==> run_1/ff_map.png <==
Scale bar: 50 microns. Other sequential cells in the stronger gray, the rest of the logic in the fainter gray.
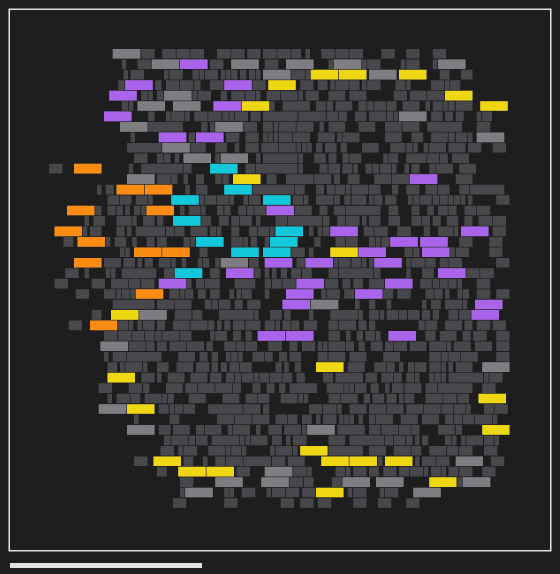
==> run_1/clock_wires.png <==
Scale bar: 50 microns.
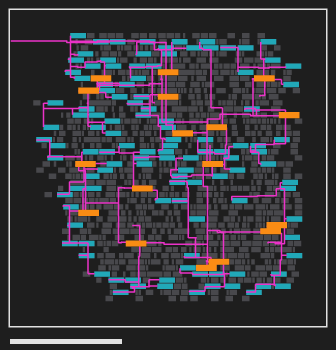
==> run_1/sizing.png <==
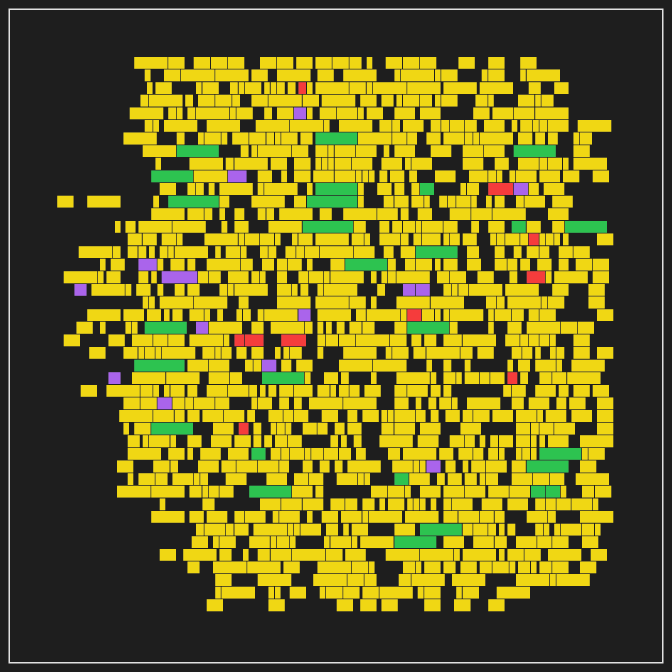
==> run_1/placed.png <==
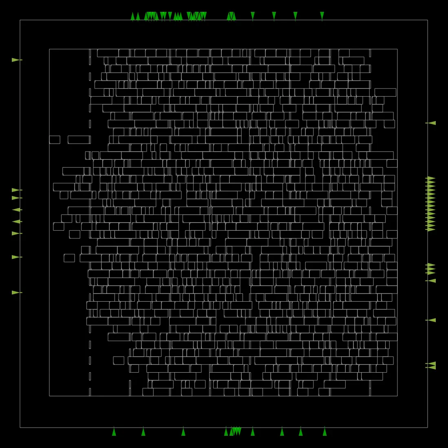
<file path="config.mk">
export PLATFORM = sky130hd
export DESIGN_NAME = pix_hfilt3
export DESIGN_NICKNAME = d
export VERILOG_FILES = /design/src/rtl/pix_hfilt3.sv
export SDC_FILE = /design/constraint.sdc
export NUM_CORES = 1
export LEC_CHECK = 0
export CORE_MARGIN = 10
export CORE_UTILIZATION = 55
export DETAILED_ROUTE_END_ITERATION = 6
export PLACE_DENSITY = 0.79
export SETUP_SLACK_MARGIN = 0.2
export SKIP_CTS_REPAIR_TIMING = 1
export SYNTH_ARGS = -nofsm -noshare
export SYNTH_HDL_FRONTEND = slang
export SYNTH_SLANG_ARGS = --single-unit
</file>
<file path="constraint.sdc">
create_clock -name clk -period 9.8 [get_ports clk]
set_input_delay 1.96 -clock clk [delete_from_list [all_inputs] [get_ports clk]]
set_output_delay 1.96 -clock clk [all_outputs]
set_load 0.01 [all_outputs]
</file>
<file path="src/rtl/pix_hfilt3.sv">
// pix_hfilt3: 3-tap horizontal [1 2 1]/4 smoothing filter on ARGB8888 pixels.
// R, G and B are filtered; A passes through from the centre pixel. The left
// neighbour of pixel 0 and the right neighbour of the last pixel in a line
// are replaced by the centre pixel. Line and frame boundaries come only from
// the pixel counters, so gaps in vin never break the filter history.
//
// Valid semantics: din is consumed on every rising edge where vin=1 (there
// is no backpressure). vout=1 marks one filtered pixel on dout for exactly
// that cycle. While vout=0, dout keeps its previous value.
//
// Output timing: a pixel with a right neighbour in the same line is emitted
// on the edge that samples that neighbour. The last pixel of a line is
// emitted on the following edge (the pending flush), whether or not vin is
// high on that edge. When the next line's pixel 0 arrives on the flush edge,
// only the flush is emitted. Pixel 0 never produces output on its own sample
// edge, so the flush and a mid-line output can never collide.
module pix_hfilt3 #(
  parameter int H_WIDTH = 2448,
  parameter int V_WIDTH = 2048,
  parameter int BYPASS  = 0
) (
  input  logic        clk,
  input  logic        rst,
  input  logic        vin,
  input  logic [31:0] din,
  output logic        vout,
  output logic [31:0] dout,
  output logic        frm_done
);

  localparam int HCW = (H_WIDTH > 1) ? $clog2(H_WIDTH) : 1;
  localparam int VCW = (V_WIDTH > 1) ? $clog2(V_WIDTH) : 1;

  localparam logic [HCW-1:0] H_LAST = HCW'(H_WIDTH - 1);
  localparam logic [VCW-1:0] V_LAST = VCW'(V_WIDTH - 1);

  // Position of the pixel being sampled this cycle.
  logic [HCW-1:0] hcnt;
  logic [VCW-1:0] vcnt;

  // Pixel history. c_pix is the newest sampled pixel, which waits for its
  // right neighbour. l_pix is its left neighbour; for pixel 0 it is loaded
  // with the pixel itself, which implements the left-edge rule directly.
  logic [31:0] l_pix;
  logic [31:0] c_pix;

  // Pending flush of the last pixel of a line, and whether that pixel also
  // closes the frame.
  logic pend;
  logic pend_frm;

  logic h_last;
  logic v_last;

  assign h_last = (hcnt == H_LAST);
  assign v_last = (vcnt == V_LAST);

  // One colour channel: (L + 2C + R + 2) >> 2 in a 10-bit sum. The largest
  // sum is 1022, so the 8-bit result never needs saturation.
  function automatic logic [7:0] tap3(input logic [7:0] l,
                                      input logic [7:0] c,
                                      input logic [7:0] r);
    logic [9:0] sum;
    sum = {2'b00, l} + {1'b0, c, 1'b0} + {2'b00, r} + 10'd2;
    return sum[9:2];
  endfunction

  // Full ARGB output for one centre pixel; alpha comes from the centre.
  function automatic logic [31:0] pix_out(input logic [31:0] l,
                                          input logic [31:0] c,
                                          input logic [31:0] r);
    logic [31:0] res;
    if (BYPASS != 0) begin
      res = c;
    end else begin
      res = {c[31:24],
             tap3(l[23:16], c[23:16], r[23:16]),
             tap3(l[15:8],  c[15:8],  r[15:8]),
             tap3(l[7:0],   c[7:0],   r[7:0])};
    end
    return res;
  endfunction

  // Pixel/line counters: advance only on sampled pixels, wrapping at the
  // line and frame boundaries.
  always_ff @(posedge clk) begin
    if (rst) begin
      hcnt <= '0;
      vcnt <= '0;
    end else if (vin) begin
      if (h_last) begin
        hcnt <= '0;
        vcnt <= v_last ? '0 : vcnt + VCW'(1);
      end else begin
        hcnt <= hcnt + HCW'(1);
      end
    end
  end

  // History, pending flush and registered outputs.
  always_ff @(posedge clk) begin
    if (rst) begin
      l_pix    <= '0;
      c_pix    <= '0;
      pend     <= 1'b0;
      pend_frm <= 1'b0;
      vout     <= 1'b0;
      dout     <= '0;
      frm_done <= 1'b0;
    end else begin
      vout     <= 1'b0;
      frm_done <= 1'b0;

      // Flush the last pixel of the previous line using R = C.
      if (pend) begin
        vout     <= 1'b1;
        dout     <= pix_out(l_pix, c_pix, c_pix);
        frm_done <= pend_frm;
        pend     <= 1'b0;
      end

      if (vin) begin
        if (hcnt == '0) begin
          // First pixel of a line: start a fresh history with L = C.
          l_pix <= din;
          c_pix <= din;
        end else begin
          // The new pixel is the right neighbour of the waiting centre.
          vout  <= 1'b1;
          dout  <= pix_out(l_pix, c_pix, din);
          l_pix <= c_pix;
          c_pix <= din;
        end
        // The last pixel of a line has no right neighbour; flush next edge.
        if (h_last) begin
          pend     <= 1'b1;
          pend_frm <= v_last;
        end
      end
    end
  end

endmodule

</file>
==> reports/summary.txt, run 1 <==
DR WL met2 - 8880 microns
GPL Wtd Cong - 0.833
Worst Path Arrival - 4.45 ns
Flops after synth - 115
Max Cap Viol - 0
Ports - 69
CP bufs+invs - 2
Peak VDD IR - 0.000136 V
R2R cell count - 14
Critical Path Start Type - input port
Slew headroom - 35.3%
vias per cell - 5.73
Area leader share - 28.8%
Max stage delay cell, worst path - clkdlybuf4s50_1
final net count - 1109
Cell Chain, Critical Path - clkdlybuf4s50_1 -> inv_1 -> ha_1 -> nand3b_1 -> fa_1 -> nor2b_1 -> o2111ai_1 -> nand3_1 -> nor4_1 -> nor4_1 -> a2111oi_2
chip area - 19800 sq um
clock sink count - 115
WL per Instance - 15.9 microns
status - completed
wire length reported by the detailed router - 18300 microns
met3 wire len - 775 microns
floorplan net count - 1052
M1 WL - 8350 microns
RSZ-0062 raised after global routing - no
clock skew - 0.00511 ns
Residual DRC - 0
Worst Tran Pin Value - 0.971 ns
mapped cell area - 8000 sq um
clock-pin slew on the worst setup and hold paths - 0.06 ns
aggregate global-route resource usage - 18.6%
Post-synth EDFFs - 0
final setup vio count - 0
first drt pass iteration count - 5
grt total ovfl - 0
ant diodes - 0
share of cells above drive strength 1 - 5.26%
About ff_map.png:
color	netlist name	flops
cyan	vcnt	11
orange	hcnt	12
purple	dout	32
yellow	l_pix	24
not colored	36
Layout Utilization: 65.7%
register area: 2300 sq um
sequential fraction of total cell area: 24.4%
sequential power: 0.523 mW

About clock_wires.png:
[magenta] clock wires | length: 1680 microns
[orange] clock-net drivers | count: 17
[cyan] flip-flops | count: 115
flops lie	all over the die
routed clock nets	18
Power Clock: 0.679 mW
clock share of power: 40.4%
Late-Pin Clk Latency: 0.43 ns

About sizing.png:
color	size	cells	share	most used
red	x2	10	1.0%	or2_2
purple	x3 and x4	14	1.4%	buf_4
yellow	x1 and smaller	919	95%	nor2_1
green	x6 and larger	27	2.8%	clkbuf_16
Finished Cell Area: 9440 sq um
post-route setup slack: 5.61 ns
Non-clock buffers: 73
Area Growth Syn to Fin: 18.0%

About placed.png:
Layout fillers: 1128
Flops: 115
tap cell count: 184

-- run 1: placed cells by master (no fill, tap or decap), types with 9 or more instances in the layout --
cell type        count
a211oi_1            39
a21oi_1             41
and3_1              11
clkbuf_16           17
clkdlybuf4s50_1     66
dfxtp_1            115
fa_1                 9
ha_1               108
inv_1               35
mux2i_1             72
nand2_1             27
nand2b_1            15
nand3_1             18
nand3b_1             9
nor2_1             138
nor2b_1             15
nor3_1              15
o21a_1              19
o21ai_0             24
o22ai_1              9
xnor2_1             46
xor2_1              19
-- run 1: state kept, by name, indices dropped and copies added, names as in the netlist, 11 cells and up --
name   cells
c_pix     32
dout      32
hcnt      12
l_pix     24
vcnt      11
-- run 1: how the worst max path moves through the flow --
| stage | start | to | slack [ns] | depth (start not counted) |
|---|---|---|---|---|
| finish | din[17] | dout[23] | 5.61 | 11 |
| global route | c_pix[17] | dout[23] | 5.43 | 14 |
| CTS | din[17] | dout[23] | 5.69 | 11 |
| detailed placement | din[17] | dout[23] | 5.30 | 11 |
| global placement | din[17] | dout[23] | 5.35 | 11 |
| floorplan | din[17] | dout[23] | 6.00 | 10 |
-- run 1: cell type report --
| type | instances | share of cell area, % |
|---|---|---|
| timing repair buffer | 73 | 7.53 |
| tap | 184 | 2.44 |
| sequential | 115 | 24.4 |
| inverter | 35 | 1.39 |
| clock buffer | 17 | 4.51 |
| clock inverter | 15 | 2.29 |
| multi-input combinational | 715 | 57.4 |
-- run 1: power breakdown --
group          switching [mW]  internal, mW
Combinational           0.254         0.227
Clock                   0.248         0.432
Sequential             0.0246         0.498
-- run 1: routing by layer --
metal	track usage [%]	vias up
met5	0	-
met4	6.36	0
met3	4.74	32
met2	31.6	104
met1	22.1	3119
li1	-	3363
-- run 1: worst register-to-register path, delay by kind of cell, from the launching register on --
family,cells,cell delay [ns]
compound gates,7,2.01
xor+xnor,1,0.17
fa+ha+maj,3,0.91
flops,1,0.39
mux,1,0.34
simple gates,2,0.22
-- run 1: cell families after synthesis --
family / Yosys count / share of synthesized area [%]
buffers and inverters: 70 / 3.46
xor gates and xnor gates: 65 / 7.12
adders and majority gates: 117 / 19.1
AOI/OAI and AO/OA: 172 / 14.6
and+or+nand+nor: 287 / 17.6
DFF: 115 / 28.8
muxes: 74 / 9.29
-- run 1: through the flow --
| step | setup WS (ns) | hold WS (ns) | instances | cell area (sq um) |
|---|---|---|---|---|
| floorplan | 6.00 | 0.432 | 900 | 8000 |
| global placement | 5.35 | 0.441 | 1122 | 8800 |
| detailed placement | 5.30 | 0.444 | 1122 | 8800 |
| CTS | 5.69 | 0.452 | 1154 | 9440 |
| global route | 5.43 | 0.475 | 1154 | 9440 |
| finish | 5.61 | 0.451 | 1154 | 9440 |
==> run_1/route_heat.png <==
The die is cut into 28 by 28 equal tiles; dark blue is low, red is high, scaled to the fullest tile. Values are wire area over tile area, all layers added.
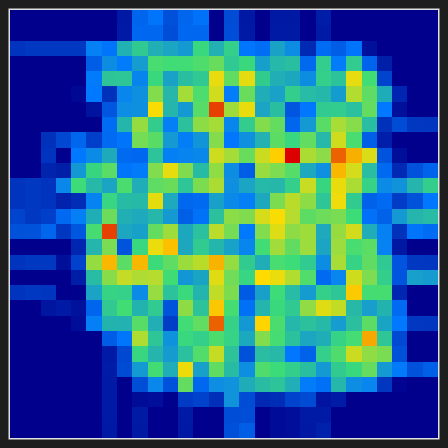

==> run 2, diff against run 1 <==
- clock period: 9.8 -> 4.3 ns (I/O delays scaled with it)
==> run_2/route_heat.png <==
The die is cut into 28 by 28 equal tiles; dark blue is low, red is high, scaled to the fullest tile. Values are wire area over tile area, all layers added.
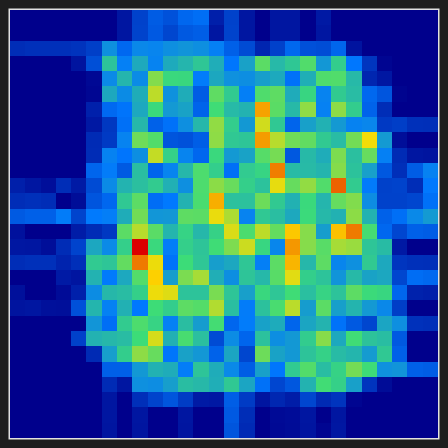
mean over tiles	0.15
tiles over half the peak	14%
fullest tile	0.60
nearly empty tiles	24%
densest ninth of the die	center
WL per Instance: 16.3 microns
wire length reported by the detailed router: 18800 microns
total number of vias: 6703

==> run_2/clock_wires.png <==
Scale bar: 50 microns.
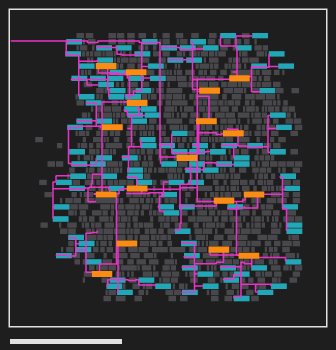
[magenta] clock wires | length: 1600 microns
[orange] clock-net drivers | count: 17
[cyan] flip-flops | count: 115
flops lie	all over the die
routed clock nets	18
clock skew: 0.00610 ns
Power Clock: 1.44 mW

==> run 2 against run 1 <==
  * Wire length grew 2.7%
  * Global-route usage is 0.44 points higher
  * Core utilization is 0.12 points lower
  * Clock power grew 110%
  * Worst setup slack got worse by 5.0 ns
  * First-iteration DRC count grew 16%
  * Worst hold slack better by 0.0023 ns
  * Sequential power increased by 130%
  * Synthesized cell count did not move
  * Clock skew grew 0.00099 ns
  * Count of clock-buffer cells in the layout increased by 2
  * Total power rose by 120%
  * Critical path type is now register to register
  * Largest cell class unchanged
  * Largest power group unchanged
==> reports/summary.txt, run 2 <==
Residual DRC - 0
Max Cap Viol - 0
GPL Wtd Cong - 0.846
Area leader share - 28.8%
Slew headroom - 42.0%
clock share of power - 38.6%
largest net degree at the start of global routing - 54
Placed Instances - 1123
Area Growth Syn to Fin - 17.8%
Flops after synth - 115
RSZ-0062 raised after global routing - no
Post-synth EDFFs - 0
Sw Share - 30.8%
Late-Pin Clk Latency - 0.42 ns
Top Layout Cells - nor2_1, dfxtp_1, ha_1
ant diodes - 0
first drt pass iteration count - 5
share of cells above drive strength 1 - 5.46%
Die Height - 141 microns
status - completed
Finished Layout Cells - 1155
vias per cell - 5.80
dominant logic cell type in the layout - nor2_1
final net count - 1110
mapped cell area - 8000 sq um
R2R cell count - 14
Critical Path Start Type - register
chip area - 19800 sq um
Peak VDD IR - 0.000304 V
P_int - 2.58 mW
final setup vio count - 0
grt total ovfl - 0
biggest regs - c_pix: 32 flops, dout: 32 flops, l_pix: 24 flops
Pins Over Slew Limit - 0
Layout fillers - 1140
Worst Tran Pin Value - 0.866 ns
Ports - 69
Worst Path Arrival - 4.01 ns
aggregate global-route resource usage - 19.0%
final hold slack - 0.454 ns
clock sink count - 115
clock-pin slew on the worst setup and hold paths - 0.06 ns
cell taking the most area after synthesis - dfxtp_1
sequential share of power - 32.0%
[run 2: area by class of cell]
cell class                      instances  area, sq um  share of cell area, %
Timing Repair Buffer                   74          718                   7.62
Sequential cell                       115         2300                   24.4
Multi-Input combinational cell        715         5440                   57.7
Clock buffer                           19          443                   4.70
Tap cell                              184          230                   2.44
Inverter                               35          131                   1.39
Clock inverter                         13          160                   1.70
[run 2: metrics by stage]
| stage | area (sq um) | setup WS, ns | total power, mW | utilization (%) |
|---|---|---|---|---|
| detailed placement | 8800 | 0.464 | 2.29 | 61.3 |
| global placement | 8800 | 0.545 | 2.27 | 61.3 |
| finish | 9420 | 0.604 | 3.73 | 65.6 |
| floorplan | 8000 | 0.773 | 2.00 | - |
| global route | 9420 | 0.309 | 3.93 | 65.6 |
| CTS | 9410 | 0.397 | 3.74 | 65.5 |
[run 2: how the worst max path moves through the flow]
stage                     slack (ns)  depth (start not counted)       end       from
final                           0.60                         14  dout[23]  c_pix[17]
after global routing            0.31                         16  dout[14]   c_pix[8]
after CTS                       0.40                         14  dout[23]  c_pix[17]
after detailed placement        0.46                         14  dout[23]  c_pix[17]
after global placement          0.54                         14  dout[23]  l_pix[18]
after floorplan                 0.77                         14  dout[23]  l_pix[18]
[run 2: critical path, stage by stage (launching register included)]
cell	delay, ns
dfxtp_1	0.37
ha_1	0.25
a21o_1	0.18
a21oi_1	0.21
nor2b_1	0.07
o21a_1	0.20
nor2_1	0.16
xnor2_1	0.18
ha_1	0.28
ha_1	0.37
o2111a_1	0.18
a2111oi_2	0.42
a21oi_1	0.12
mux2_2	0.30
a2111oi_2	0.28
[run 2: power by group through the flow]
stage	combinational (mW)	clock, mW	sequential, mW
2_1_floorplan	0.789	0	1.21
3_3_place_gp	1.06	0	1.21
3_5_place_dp	1.07	0	1.21
4_1_cts	1.09	1.45	1.19
5_1_grt	1.23	1.50	1.20
6_report	1.10	1.44	1.19
[run 2: per-layer routing]
layer  part of all wire (%)  vias to the layer above  track usage, %
met5                      0                        -               0
met4                    2.2                        0            7.66
met3                    4.3                       38            4.03
met2                     49                      145            32.2
met1                     45                     3160            22.9
li1                       -                     3360               -
[run 2: cells by family after synthesis]
family,count (synthesis),synth area share [%]
xor+xnor,65,7.12
simple gates,287,17.6
fa+ha+maj,117,19.1
flops,115,28.8
compound gates,172,14.6
mux,74,9.29
buf+inv,70,3.46
==> run_2/ff_map.png <==
Scale bar: 50 microns. Other sequential cells in the stronger gray, the rest of the logic in the fainter gray.
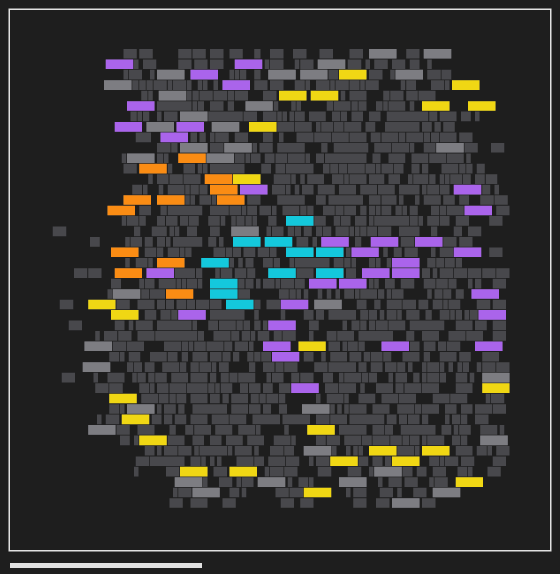

==> run 3, diff against run 2 <==
- DONT_BUFFER_PORTS: default -> 1
- PLACE_DENSITY: 0.79 -> 0.73
- SLEW_MARGIN: default -> 20
==> run_3/ff_map.png <==
Scale bar: 50 microns. Other sequential cells in the stronger gray, the rest of the logic in the fainter gray.
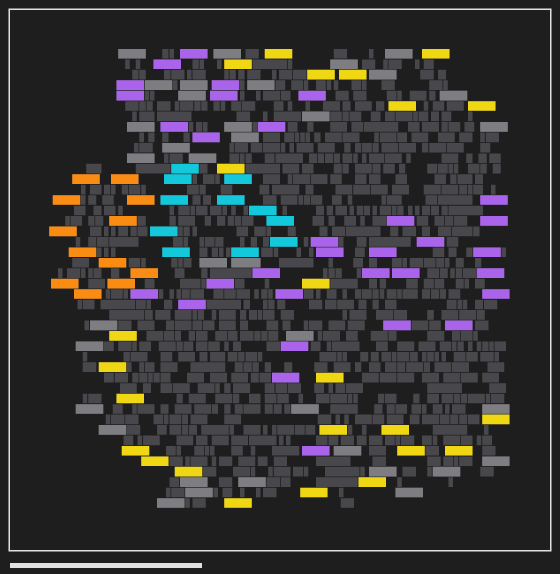
color	netlist name	flops
purple	dout	32
cyan	vcnt	11
orange	hcnt	12
yellow	l_pix	24
not colored	36
Layout Utilization: 60.6%
sequential power: 1.21 mW
sequential fraction of total cell area: 26.4%
register area: 2300 sq um

==> run 3 against run 2 <==
  * Non-clock buffer count decreased by 70
  * Core utilization decreased by 5.0 points
  * Clock skew about the same
  * Combinational power shrank about 20%
  * Critical path depth is the same
==> reports/summary.txt, run 3 <==
Max Cap Viol - 0
Area Growth Syn to Fin - 8.88%
Pins Over Slew Limit - 0
clock sink count - 115
status - completed
post-route setup slack - 0.514 ns
Late-Pin Clk Latency - 0.43 ns
first drt pass iteration count - 4
Flops after synth - 115
final net count - 1040
Peak VDD IR - 0.000324 V
biggest regs - c_pix: 32 flops, dout: 32 flops, l_pix: 24 flops
Worst Tran Pin Value - 1.05 ns
GPL Wtd Cong - 0.850
ant diodes - 0
share of cells above drive strength 1 - 5.11%
dominant logic cell type in the layout - nor2_1
Post-synth EDFFs - 0
floorplan net count - 1052
RSZ-0062 raised after global routing - no
grt total ovfl - 0
largest net degree at the start of global routing - 89
chip area - 19800 sq um
Area leader share - 28.8%
clock skew - 0.00650 ns
cell taking the most area after synthesis - dfxtp_1
Ports - 69
Top Layout Cells - nor2_1, dfxtp_1, ha_1
==> run_3/route_heat.png <==
The die is cut into 28 by 28 equal tiles; dark blue is low, red is high, scaled to the fullest tile. Values are wire area over tile area, all layers added.
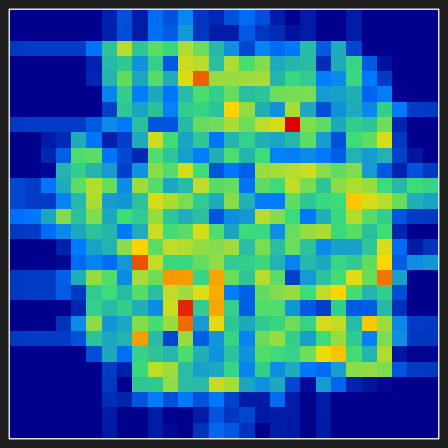
nearly empty tiles	22%
densest ninth of the die	center
tiles over half the peak	23%
mean over tiles	0.14
fullest tile	0.48
aggregate global-route resource usage: 18.2%
wire length reported by the detailed router: 17800 microns
WL per Instance: 16.4 microns
total number of vias: 6236

[run 3: cell counts after synthesis]
No cell type changed its count.
[run 3: how the worst max path moves through the flow]
stage / startpoint / end / slack [ns] / cells after the start
after global placement: l_pix[10] / dout[15] / 0.65 / 14
after detailed placement: c_pix[17] / dout[23] / 0.58 / 15
final: c_pix[16] / dout[23] / 0.51 / 14
after CTS: c_pix[17] / dout[23] / 0.54 / 15
after floorplan: l_pix[18] / dout[23] / 0.77 / 14
after global routing: c_pix[0] / dout[7] / 0.27 / 12
[run 3: through the flow]
step / power [mW] / cell area, sq um / instances / hold WS (ns)
5_1_grt: 3.78 / 8710 / 1084 / 0.492
2_1_floorplan: 2.00 / 8000 / 900 / 0.432
6_report: 3.58 / 8710 / 1084 / 0.455
3_5_place_dp: 2.16 / 8120 / 1053 / 0.443
4_1_cts: 3.61 / 8710 / 1084 / 0.449
3_3_place_gp: 2.15 / 8120 / 1053 / 0.435
[run 3: final cells by class]
type	count	area, sq um
clock inverters	12	159
inverters	35	131
flip-flops and latches	115	2300
clock buffers	19	433
well taps	184	230
multi-input cells	715	5420
repair buffers	4	30.0
fillers	1283	5660
[run 3: kinds of logic (layout without fill, tap and decap cells)]
| kind of cell | after synthesis | after routing | synth area share (%) |
|---|---|---|---|
| compound gates | 172 | 172 | 14.6 |
| xor+xnor | 65 | 65 | 7.12 |
| fa+ha+maj | 117 | 117 | 19.1 |
| buf+inv | 70 | 70 | 3.46 |
| flops | 115 | 115 | 28.8 |
| mux | 74 | 74 | 9.29 |
| simple gates | 287 | 287 | 17.6 |
[run 3: report_power, final]
| part | internal (mW) | leakage [nW] | switching (mW) | total (mW) |
|---|---|---|---|---|
| combinational | 0.440 | 2.58 | 0.490 | 0.929 |
| sequential | 1.14 | 0.943 | 0.0767 | 1.21 |
| clock | 0.909 | 0.283 | 0.526 | 1.43 |
| total | 2.48 | 3.81 | 1.09 | 3.58 |
[run 3: layer usage]
| layer | vias to the layer above | GRT usage (%) | routed length (microns) |
|---|---|---|---|
| met5 | - | 0 | 0 |
| met4 | 0 | 7.72 | 344 |
| met3 | 30 | 5.74 | 1010 |
| met2 | 107 | 30.2 | 8470 |
| met1 | 2877 | 21.0 | 7960 |
| li1 | 3222 | - | - |
[run 3: critical path, cell delays in order, from the launching register on]
cell       delay (ns)
dfxtp_1          0.40
ha_1             0.20
inv_1            0.06
fa_1             0.41
nor2b_1          0.19
o31a_1           0.22
a21oi_1          0.08
ha_1             0.29
ha_1             0.37
o2111a_1         0.17
a2111oi_0        0.45
buf_4            0.20
a21oi_1          0.06
mux2_2           0.29
a2111oi_2        0.29
Power is estimated from default activity; no workload was simulated.
